Fig. 1: run 1, wire density map
Scale: 6 px per um. The die is cut into 14 by 14 equal tiles; black is low, pale yellow is high, scaled to the fullest tile. Values are wire area over tile area, all layers added.
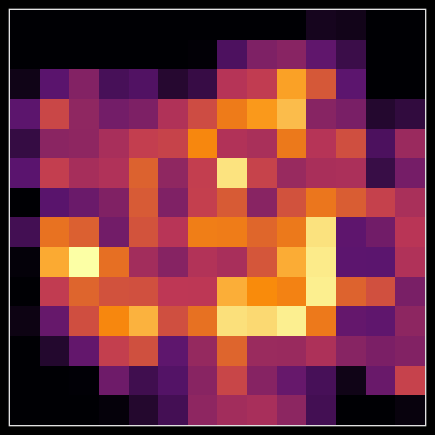
Fig. 2: run 1, sequential cells grouped by signal name
Scale: 6 px per um. Other cells in grey.
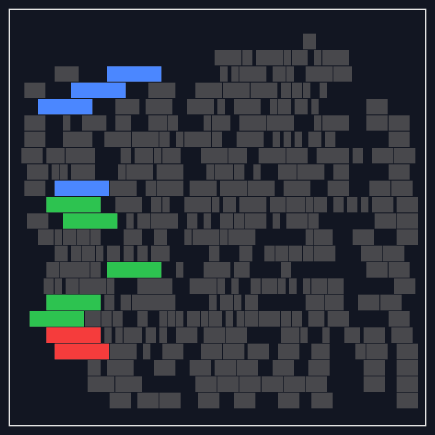
Fig. 3: run 1, met3 routing
Scale: 6 px per um.
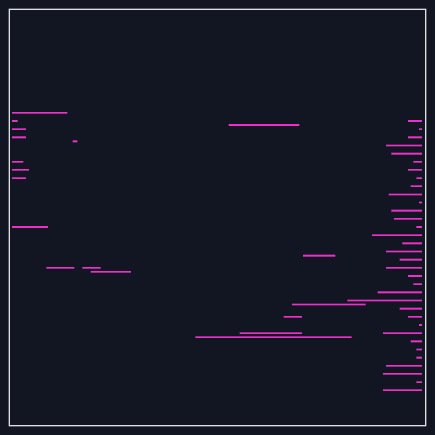
Design array_sequencer, sky130hd; sources not shown.
==> job_summary.md, run 1 <==
### Flow metrics

| Metric | Value |
|---|---|
| TritonCTS clock tree | done |
| Most used standard cells in the synthesized netlist | 43 x ha_1, 34 x buf_4, 25 x inv_1, 17 x a21oi_1, 16 x nand2_1 |
| Number of filler instances in the final layout | between 400 and 500 |
| Kind of capture point of the worst setup path | output port |
| Clock network area share | under 10% |
| Highest metal used | met4 |
| Top cell type's share of synthesized area | between 20% and 30% |
| Clock buffer depth | 2 |
| Detailed Routing Iterations Pass 1 | 4 |
| Power density over the cells | 415 nW/um2 |
| Mapped Cells | 251 |
| Maxcap violations | 0 |
| Number of levels the H-tree was split into | 1 |
| Dpl cells | 335 |
| Hold-fix buffers, CTS | 0 |
| DRT antenna net count | 0 |
| Met1 Resource Use GR | 26.5% |
| Flip-flop count of the largest register, all copies and words added | 5 |
| Global-route track usage on met2 | between 30 and 40% |
| Max-slew violation total from the final report | 0 |
| Pin count of the biggest net entering global routing | 22 |
| Met2 wire length | 2320 um |
| Number of logic inverters in the finished layout | 27 |
| Register-to-Register Path Depth | 10 |
| Synthesized area | 2030 um2 |
| Number of global-route vias before repair | 1,701 |
| Final Setup Violations | 0 |
| TritonCTS buffer count | 3 |
| PnR worst setup slack | between 2000 and 3000 ps |
| Post-route met1 wirelength | approximately 2100 um |
| Multi-input combinational gate total | 176 |
| CTS sink count | 11 |
| Core Region | 4350 um2 |
| Port Buf Inserts | about 70 |
| Net count entering floorplan | 302 |
| Dominant cells by area after synthesis | ha_1 27%, dfrtp_1 14%, buf_4 13% |
| Number of placement rows | 24 |
| Tap cells | around 52 |
| Number of clock buffers in the layout | 4 |
| Initial detailed-routing violation count | 113 |
| Result of the run | finished, final reports clean |
| Number of antenna violations at the first check in global routing | 0 |
| Number of flip-flops and latches | 11 |
| Number of inserted diodes | 0 |
| Chip Footprint | 4780 um2 |
| Leading area contributor after synthesis | ha_1 |
| Share of cells above drive strength 1 | roughly 4.2% |
| Category of the worst setup path launch point | flop |
| Insertion Delay late pin | 240 ps |
| Ys Warns | 0 |
| Max-slew headroom at the worst pin | between 50% and 60% |
| Area Growth Syn to Fin | 26.0% |
| Static Leakage | 1.13 nW |
| Placed inst area | 2510 um2 |
| Root buffer cell | clkbuf_8 |
| FF-to-FF setup slack | 4520 ps |
| Core utilization at floorplan | a little under half |
| Critical path required time | 6120 ps |
| Io pins | 70 |
| Fraction of registers with async set/reset | 100% |
About Fig. 1:
tiles over half the peak: 32%
emptiest ninth of the die: top left
densest ninth of the die: middle
mean routed wirelength per cell: 13.9 um
wire length after detailed routing: 4720 um
global-route usage over all layers: 19.8%
Via Count: 1,871

About Fig. 2:
legend:
  r_k:
    colour: blue
    sequential_cells: 4
    where: top left
  r_state:
    colour: red
    sequential_cells: 2
  r_t:
    colour: green
    sequential_cells: 5
sequential cell area: 275 um2
fraction of area in registers: 10.8%
Final Core Density: 58.7%

About Fig. 3:
wire length on this layer: 225 um
main direction: horizontal
routing usage on met3: 0.877%

run 1: power breakdown:
group / switching (mW) / leakage [nW] / internal, mW
registers: 0.0355 / 0.142 / 0.0812
logic: 0.455 / 0.963 / 0.428
clock network: 0.0220 / 0.0228 / 0.0388
run 1: cell families after synthesis:
kind of cell             after synthesis  share of synthesized area [%]
buffers and inverters                 64                           18.5
AND-OR/OR-AND                         63                           21.8
AND/OR/NAND/NOR                       59                           14.4
adder cells (fa/ha/maj)               43                           26.5
flip-flops                            11                           13.6
XOR/XNOR                               7                           3.02
multiplexers                           4                           2.22
run 1: critical path: stages (launching register included):
cell and delay [ps]:
dfrtp_1 520, inv_1 200, ha_1 330, inv_1 40
ha_1 290, o211a_1 130, a2111oi_2 360, o21ai_0 170
o21ai_0 350, clkdlybuf4s50_1 610
==> run 1 -> run 2 <==
- clock period: 7.2 -> 4.3 ns (I/O delays scaled with it)
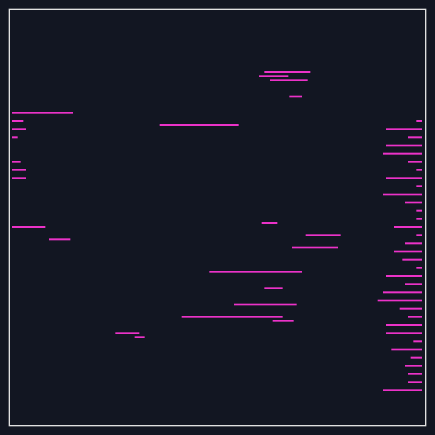
Fig. 4. Met3 routing (run 2).
Scale: 6 px per um.
wire length on this layer: 243 um
longest straight run: 16.6 um
main direction: horizontal
share of all routed wire: 5.0%
nets with wire on the layer: 57
Via Count: 1,905
wire length after detailed routing: 4840 um

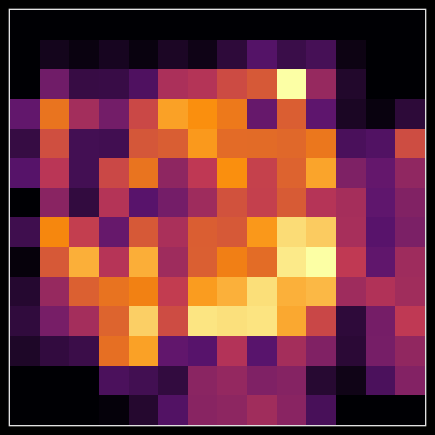
Fig. 5. Wire density map (run 2).
Scale: 6 px per um. The die is cut into 14 by 14 equal tiles; black is low, pale yellow is high, scaled to the fullest tile. Values are wire area over tile area, all layers added.
tiles over half the peak: 33%
fullest tile: 0.43
densest ninth of the die: middle
nearly empty tiles: 16%
mean routed wirelength per cell: 14.2 um
global-route usage over all layers: 20.3%

==> run 2 against run 1 <==
Net effect: synthesized cell count unchanged; total power up 68%; wire length up 2.5%; setup slack worse by 2500 ps.
==> job_summary.md, run 2 <==
### Flow metrics

| Metric | Value |
|---|---|
| Peak per-stage delay on the critical path | 720 ps (+110 ps) |
| Flip-flop count of the largest register, all copies and words added | 5 (unchanged) |
| Sequential power | 0.198 mW (+69%) |
| Fraction of registers with async set/reset | 100% (unchanged) |
| Maxcap violations | 0 (unchanged) |
| Mapped Cells | 251 (unchanged) |
| Kind of capture point of the worst setup path | output port |
| Final Core Density | 58.9% (+0.17 points) |
| Max-slew violation total from the final report | 0 (unchanged) |
| Clock network area share | 1.76% (-0.0052 points) |
| Io pins | 70 (unchanged) |
| Number of inserted diodes | 0 (unchanged) |
| Number of placement rows | 24 (unchanged) |
| Fraction of area in registers | 10.7% (-0.032 points) |
| TritonCTS buffer count | 3 (unchanged) |
| Switching power | 0.864 mW (+69%) |
| Global-route track usage on met2 | 35.1% (-0.76 points) |
| Internal power | 0.916 mW (+67%) |
| Clock share of power | 5.6% (about the same) |
| Detailed Routing Iterations Pass 1 | 5 (+1) |
| Number of filler instances in the final layout | 405 (-3.6%) |
| Switching power as a share of total power | 48.5% (+0.19 points) |
| Insertion Delay late pin | 230 ps (about the same) |
| Met2 wire length | 2340 um (+0.86%) |
| Critical path required time | 3650 ps (-2470 ps) |
| Net count entering floorplan | 302 (unchanged) |
| Power dissipated in the clock network | 0.0994 mW (+63%) |
| Port Buf Inserts | 69 (unchanged) |
| CTS sink count | 11 (unchanged) |
| Register-to-Register Path Depth | 10 (unchanged) |
| Top cell type's share of synthesized area | 26.5% (unchanged) |
| DRT antenna net count | 0 (unchanged) |
| Core Region | 4350 um2 (unchanged) |
| Power density over the cells | 694 nW/um2 (+68%) |
| Result of the run | finished, final reports clean |
| Combinational power | 1.48 mW (+68%) |
| Max-slew headroom at the worst pin | 59.1% (+7.2 points) |
| Buffers and inverters on the worst path | 2 (-1) |
| Met1 Resource Use GR | 28.2% (+1.7 points) |
| Routing usage on met3 | 1.46% (+0.58 points) |
| Dominant cells by area after synthesis | ha_1 27%, dfrtp_1 14%, buf_4 13% |
| Number of clock buffers in the layout | 4 (unchanged) |
| Final Setup Violations | 0 (unchanged) |
| Share of cells above drive strength 1 | 4.51% (+0.33 points) |
| Hold-fix buffers, CTS | 0 (unchanged) |
## run 2: worst reg2reg max path: stages, from the launching register on
cell and delay, ps:
dfrtp_1 520, inv_1 200, ha_1 230, a21oi_1 160, xnor2_1 170, ha_1 280
nand3b_1 140, o21ai_1 160, a211oi_4 390, nand2_2 130, o31ai_1 240
## run 2: cells by family after synthesis
group / after synthesis / synth area share (%)
buf+inv: 64 / 18.5
compound gates: 63 / 21.8
simple gates: 59 / 14.4
fa+ha+maj: 43 / 26.5
flops: 11 / 13.6
xor+xnor: 7 / 3.02
mux: 4 / 2.22
## run 2: per-stage QoR
stage | worst slack, ps | instance area, um2 | std cells
CTS | 331 | 2560 | 340
finish | 383 | 2560 | 340
global route | 100 | 2560 | 340
global placement | 680 | 2520 | 336
detailed placement | 585 | 2520 | 336
floorplan | 1160 | 2030 | 251
Power is estimated from default activity; no workload was simulated.
